--- src/rtl/cic_decim_2bit.sv ---
// Third-order CIC decimator for the 16-bit modulator stream: three integrators at
// input rate, decimation by R, three unit-delay combs, top 16 bits for unity DC gain.
module cic_decim_2bit #(
    parameter int R = 16
) (
    input  logic               CLK,
    input  logic               reset,
    input  logic signed [15:0] v_lsli,
    input  logic               in_valid,
    input  logic               clr,
    output logic signed [15:0] v_dec,
    output logic               out_valid
);

    localparam int LOG2R = $clog2(R);
    localparam int ACC_W = 16 + 3 * LOG2R;
    localparam int CNT_W = LOG2R;

    logic [1:0]       sync_reg;
    logic             accept;
    logic             frame_last;
    logic [CNT_W-1:0] cnt_reg;
    logic [CNT_W-1:0] cnt_next;
    logic             strobe_reg;
    logic             comb_vld_reg;
    logic [15:0]      comb_out_reg;
    logic             out_valid_reg;
    logic [15:0]      v_dec_reg;

    logic [ACC_W-1:0] integ_in [3];
    logic [ACC_W-1:0] integ_q  [3];
    logic [ACC_W-1:0] comb_in  [4];
    logic             unused_low;

    // Release is synchronised; the gate opens as soon as the first stage sees it,
    // so the first sample is taken on the second edge after reset rises.
    always_ff @(posedge CLK or negedge reset) begin
        if (!reset) begin
            sync_reg <= '0;
        end else begin
            sync_reg <= {sync_reg[0], 1'b1};
        end
    end

    assign accept     = in_valid & (|sync_reg) & ~clr;
    assign frame_last = (cnt_reg == CNT_W'(R - 1));
    assign cnt_next   = frame_last ? '0 : cnt_reg + 1'b1;

    always_ff @(posedge CLK or negedge reset) begin
        if (!reset) begin
            cnt_reg    <= '0;
            strobe_reg <= 1'b0;
        end else if (clr) begin
            cnt_reg    <= '0;
            strobe_reg <= 1'b0;
        end else begin
            strobe_reg <= accept & frame_last;
            if (accept) begin
                cnt_reg <= cnt_next;
            end
        end
    end

    assign integ_in[0] = {{(ACC_W - 16){v_lsli[15]}}, v_lsli};

    // Each integrator adds the registered output of the previous one (one-cycle skew).
    genvar gi;
    generate
        for (gi = 0; gi < 3; gi++) begin : g_integ
            logic [ACC_W-1:0] acc_reg;

            if (gi > 0) begin : g_link
                assign integ_in[gi] = integ_q[gi-1];
            end

            always_ff @(posedge CLK or negedge reset) begin
                if (!reset) begin
                    acc_reg <= '0;
                end else if (clr) begin
                    acc_reg <= '0;
                end else if (accept) begin
                    acc_reg <= acc_reg + integ_in[gi];
                end
            end

            assign integ_q[gi] = acc_reg;
        end
    endgenerate

    assign comb_in[0] = integ_q[2];

    generate
        for (gi = 0; gi < 3; gi++) begin : g_comb
            logic [ACC_W-1:0] dly_reg;

            assign comb_in[gi+1] = comb_in[gi] - dly_reg;

            always_ff @(posedge CLK or negedge reset) begin
                if (!reset) begin
                    dly_reg <= '0;
                end else if (clr) begin
                    dly_reg <= '0;
                end else if (strobe_reg) begin
                    dly_reg <= comb_in[gi];
                end
            end
        end
    endgenerate

    assign unused_low = ^comb_in[3][ACC_W-17:0];

    // Comb result is registered, then published one edge later with out_valid.
    always_ff @(posedge CLK or negedge reset) begin
        if (!reset) begin
            comb_vld_reg  <= 1'b0;
            comb_out_reg  <= '0;
            out_valid_reg <= 1'b0;
            v_dec_reg     <= '0;
        end else if (clr) begin
            comb_vld_reg  <= 1'b0;
            out_valid_reg <= 1'b0;
        end else begin
            comb_vld_reg  <= strobe_reg;
            out_valid_reg <= comb_vld_reg;
            if (strobe_reg) begin
                comb_out_reg <= comb_in[3][ACC_W-1 -: 16];
            end
            if (comb_vld_reg) begin
                v_dec_reg <= comb_out_reg;
            end
        end
    end

    assign v_dec     = v_dec_reg;
    assign out_valid = out_valid_reg;

endmodule

--- config.mk ---
export PLATFORM = sky130hd
export DESIGN_NAME = cic_decim_2bit
export DESIGN_NICKNAME = d
export VERILOG_FILES = /design/src/rtl/cic_decim_2bit.sv
export SDC_FILE = /design/constraint.sdc
export NUM_CORES = 1
export LEC_CHECK = 0
export ABC_AREA = 1
export CAP_MARGIN = 20
export CORE_UTILIZATION = 50
export DETAILED_ROUTE_END_ITERATION = 8
export PLACE_DENSITY_LB_ADDON = 0.3
export REMOVE_ABC_BUFFERS = 1
export SLEW_MARGIN = 25
export SYNTH_ARGS = -nofsm -noshare
export SYNTH_HDL_FRONTEND = slang
export SYNTH_SLANG_ARGS = --single-unit
export TNS_END_PERCENT = 10
--- constraint.sdc ---
create_clock -name CLK -period 5.6 [get_ports CLK]
set_clock_uncertainty 0.2 [all_clocks]
set_input_delay 1.12 -clock CLK [delete_from_list [all_inputs] [get_ports CLK]]
set_output_delay 1.12 -clock CLK [all_outputs]
set_load 0.05 [all_outputs]
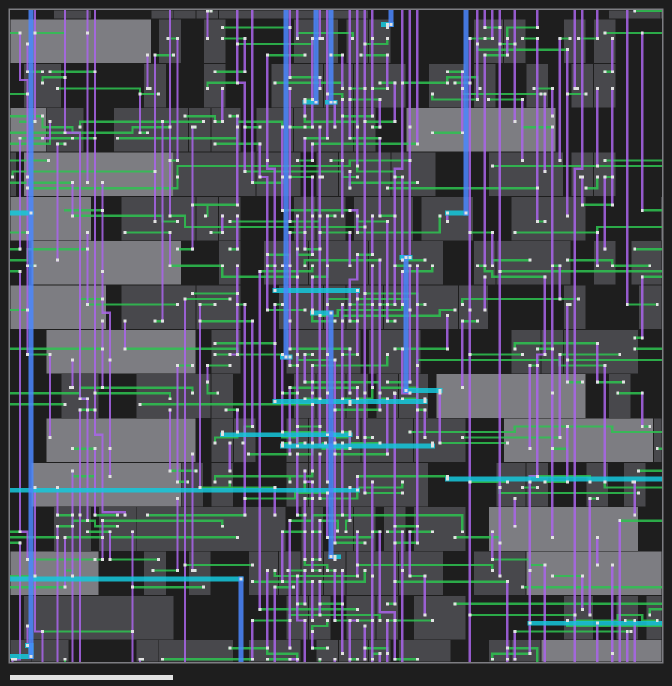
Figure 1: layout detail.
The bar under the picture is 10 um long. Region (70, 34) to (110, 74) um. Cells in grey, sequential cells in the stronger grey; small squares are vias.
Key: met3 = cyan; met2 = purple; met4 = blue; met1 = green
Netlist names of flops here include `g_comb.dly_reg` (12), `g_integ.acc_reg` (3). 145 logic cells have their middle in the window. Most frequent: nand2_1 (32), inv_1 (25), dfrtp_1 (15). Sequential cells in the window: 15.

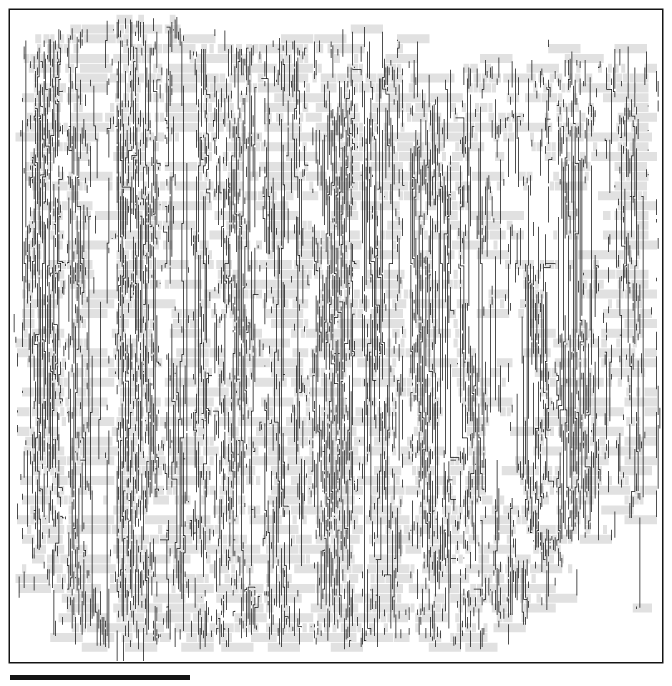
Figure 2: metal 2.
The bar under the picture is 50 um long.
The layer carries 20.9 mm of wire. The wires run mostly vertical. The layer holds 52% of the routed length. The longest straight run is 83.3 um.
Post-Route WL: 40.2 mm
GR Util met2: 48.7%
vias post-DR: 14374

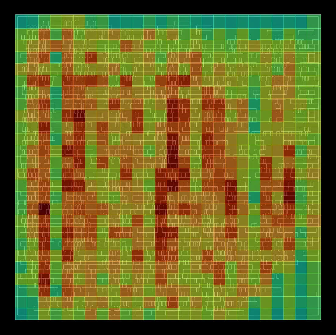
Figure 3: congestion heat map.
utilization after layout: 57.0%
met3 usage: 2.36%
met1 usage: 28.6%

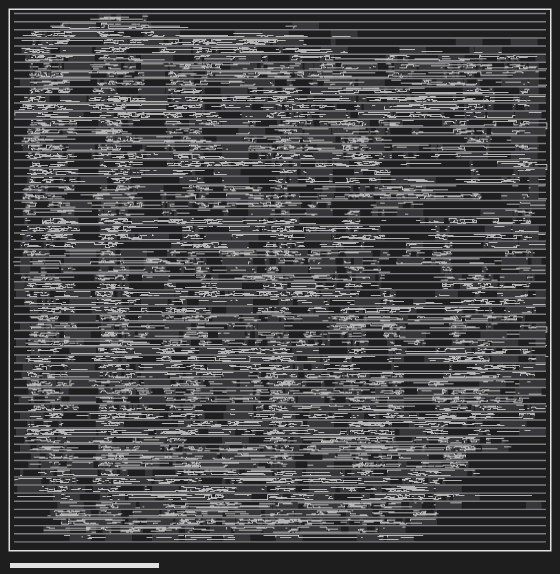
Figure 4: met1 routing.
The bar under the picture is 50 um long. Supply wires on this layer in grey.
The layer carries 16600 um of wire. The wires run mostly horizontal. The layer holds 41% of the routed length. The longest straight run is 41.9 um. 2296 nets have wire on it.

==> results.sh <==
# implementation run metrics
export IMPL_status="completed"
export IMPL_place_hpwl_mm=30.1
export IMPL_core_um2=31500
export IMPL_gr_total_overflow=0
export IMPL_drtPass1Iterations=5
export IMPL_cts_max_path_buffers=3
export IMPL_num_antenna_cells=0
export IMPL_cts_inserted_buffers=25
export IMPL_layout_top_cell="nand2_1"
export IMPL_crit_fanout=6
export IMPL_whs_path_depth=0
export IMPL_critPathRequiredTime_ns=5.82
export IMPL_hold_buffers=0
export IMPL_peakVddDrop_mv=0.292
export IMPL_common_cells="535 x nand2_1, 278 x inv_1, 209 x dfrtp_1, 199 x o21ai_0, 197 x a21oi_1"
export IMPL_netSwitchingFraction_pct=45.7
export IMPL_synthArstFlopShare_pct=100
export IMPL_p_leak_nw=8.99
export IMPL_crit_path_end="comb_out_reg[15]$_DFFE_PN0P_"
export IMPL_critPathMostFrequentCell="nand2_1"
export IMPL_path_cells="ha_1 -> nand2_2 -> nor4_1 -> nand3_1 -> nand2_1 -> xor2_1 -> ha_1 -> inv_1 -> nor3_1 -> and3_1 -> a221oi_1 -> nand2_1 -> xor2_1 -> ha_1 -> inv_1 -> nor3_1 -> nand2_1 -> inv_1 -> nand4_1 -> nand2_1 -> nand3_1 -> nand3_1 -> nand2_1"
export IMPL_p_sw_mw=3.68
export IMPL_power_internal_mw=4.38
export IMPL_totalPowerFinal_mw=8.07
export IMPL_critPathTopFamily="simple AND/OR/NAND/NOR gates"
export IMPL_max_freq_mhz=188
export IMPL_setup_tns_ns=0
export IMPL_dieArea_um2=32700
export IMPL_critical_path_class="reg -> reg"
export IMPL_ff2ff_setup_slack_ns=0.28
export IMPL_drtIter0Drc=547
export IMPL_slowest_delay_ns=0.61
export IMPL_timing_final_ws_setup_ns=0.279
export IMPL_yosys_warnings=0
export IMPL_worst_path_max_delay_cell="nor4_1"
export IMPL_ant_nets=0
export IMPL_grt_usage_pct=25.2
export IMPL_log_warning_count=27
export IMPL_detail_route_wl_per_cell_um=15.2
export IMPL_holdPathEnd="sync_reg[1]$_DFF_PN0_"
export IMPL_dieWidth_um=181
export IMPL_path_clk_slew_ns=0.06
export IMPL_p_clk_share_pct=21.4
export IMPL_yosysCellCount=2183
export IMPL_clockRootBuffer="clkbuf_16"
export IMPL_cts_sinks=209
export IMPL_crit_start="g_integ[2].acc_reg[17]$_DFFE_PN0P_"
export IMPL_maxCapViolations=0
export IMPL_grt_max_degree=115
export IMPL_clkLatencyLatePin_ns=0.54
export IMPL_dp_slack_ns=-0.0901
export IMPL_worstPathArrival_ns=5.54
export IMPL_pwr_share_seq_pct=20.0
export IMPL_top_area_share_pct=32.8
export IMPL_drive_gt1_share_pct=7.38
export IMPL_cts_tree="built"
export IMPL_htree_levels=1
export IMPL_post_route_cell_area_um2=17900
export IMPL_rows=65
export IMPL_cp_start_kind="flop"
export IMPL_reg2regPathDepth=23
export IMPL_hold_violations=0
export IMPL_fin_nets=2408
export IMPL_antenna_found_initial=0
export IMPL_yosysChipArea_um2=16000
export IMPL_grt_pass1_wl_mm=68.1
export IMPL_cp_buffers_inverters=3
export IMPL_syn_inst=2183
export IMPL_crit_cells=23
export IMPL_grt_pass1_vias=14588
export IMPL_netlist_area_um2=16000
export IMPL_drc=0
==> worst register-to-register path, stage by stage, from the launching register on <==
cell and delay, ns:
dfrtp_1 0.42, ha_1 0.41, nand2_2 0.13, nor4_1 0.61, nand3_1 0.25, nand2_1 0.18, xor2_1 0.22, ha_1 0.34
inv_1 0.11, nor3_1 0.08, and3_1 0.17, a221oi_1 0.26, nand2_1 0.16, xor2_1 0.21, ha_1 0.34, inv_1 0.06
nor3_1 0.21, nand2_1 0.10, inv_1 0.15, nand4_1 0.22, nand2_1 0.17, nand3_1 0.09, nand3_1 0.08, nand2_1 0.06
==> power by group through the flow <==
stage               logic [mW]  clock network, mW  registers [mW]
finish                    4.73               1.72            1.61
global route              5.35               1.82            1.62
CTS                       4.49               1.76            1.61
detailed placement        4.47                  0            1.64
global placement          4.45                  0            1.64
floorplan                 3.29                  0            1.64
==> per-layer routing <==
metal	track usage, %	part of all wire, %	vias up
met3	2.36	2.9	94
met5	0	0	-
met1	28.6	41	6650
met2	48.7	52	244
met4	8.55	3.9	0
li1	-	-	7386
==> cells by family after synthesis <==
group,count (synthesis),share of synthesized area (%)
and+or+nand+nor,828,21.5
other,1,0.0235
xor gates and xnor gates,73,4.05
DFF,209,32.8
buffers and inverters,327,7.75
adders and majority gates,167,13.3
AOI/OAI and AO/OA,578,20.6
==> cell type report <==
cell class                      instances  area [um^2]
Clock inverter                         14          208
Fill cell                            2970        13500
Sequential cell                       209         5230
Tap cell                              402          503
Multi-Input combinational cell       1647         9760
Inverter                              284         1070
Timing Repair Buffer                   54          513
Clock buffer                           29          661
==> repair_timing <==
action	in CTS	in global routing
resized	1	49
cloned	0	0
buffers inserted	0	2
pin swaps	0	10
endpoints found under the setup margin	2	7
Power and IR drop assume default switching activity.
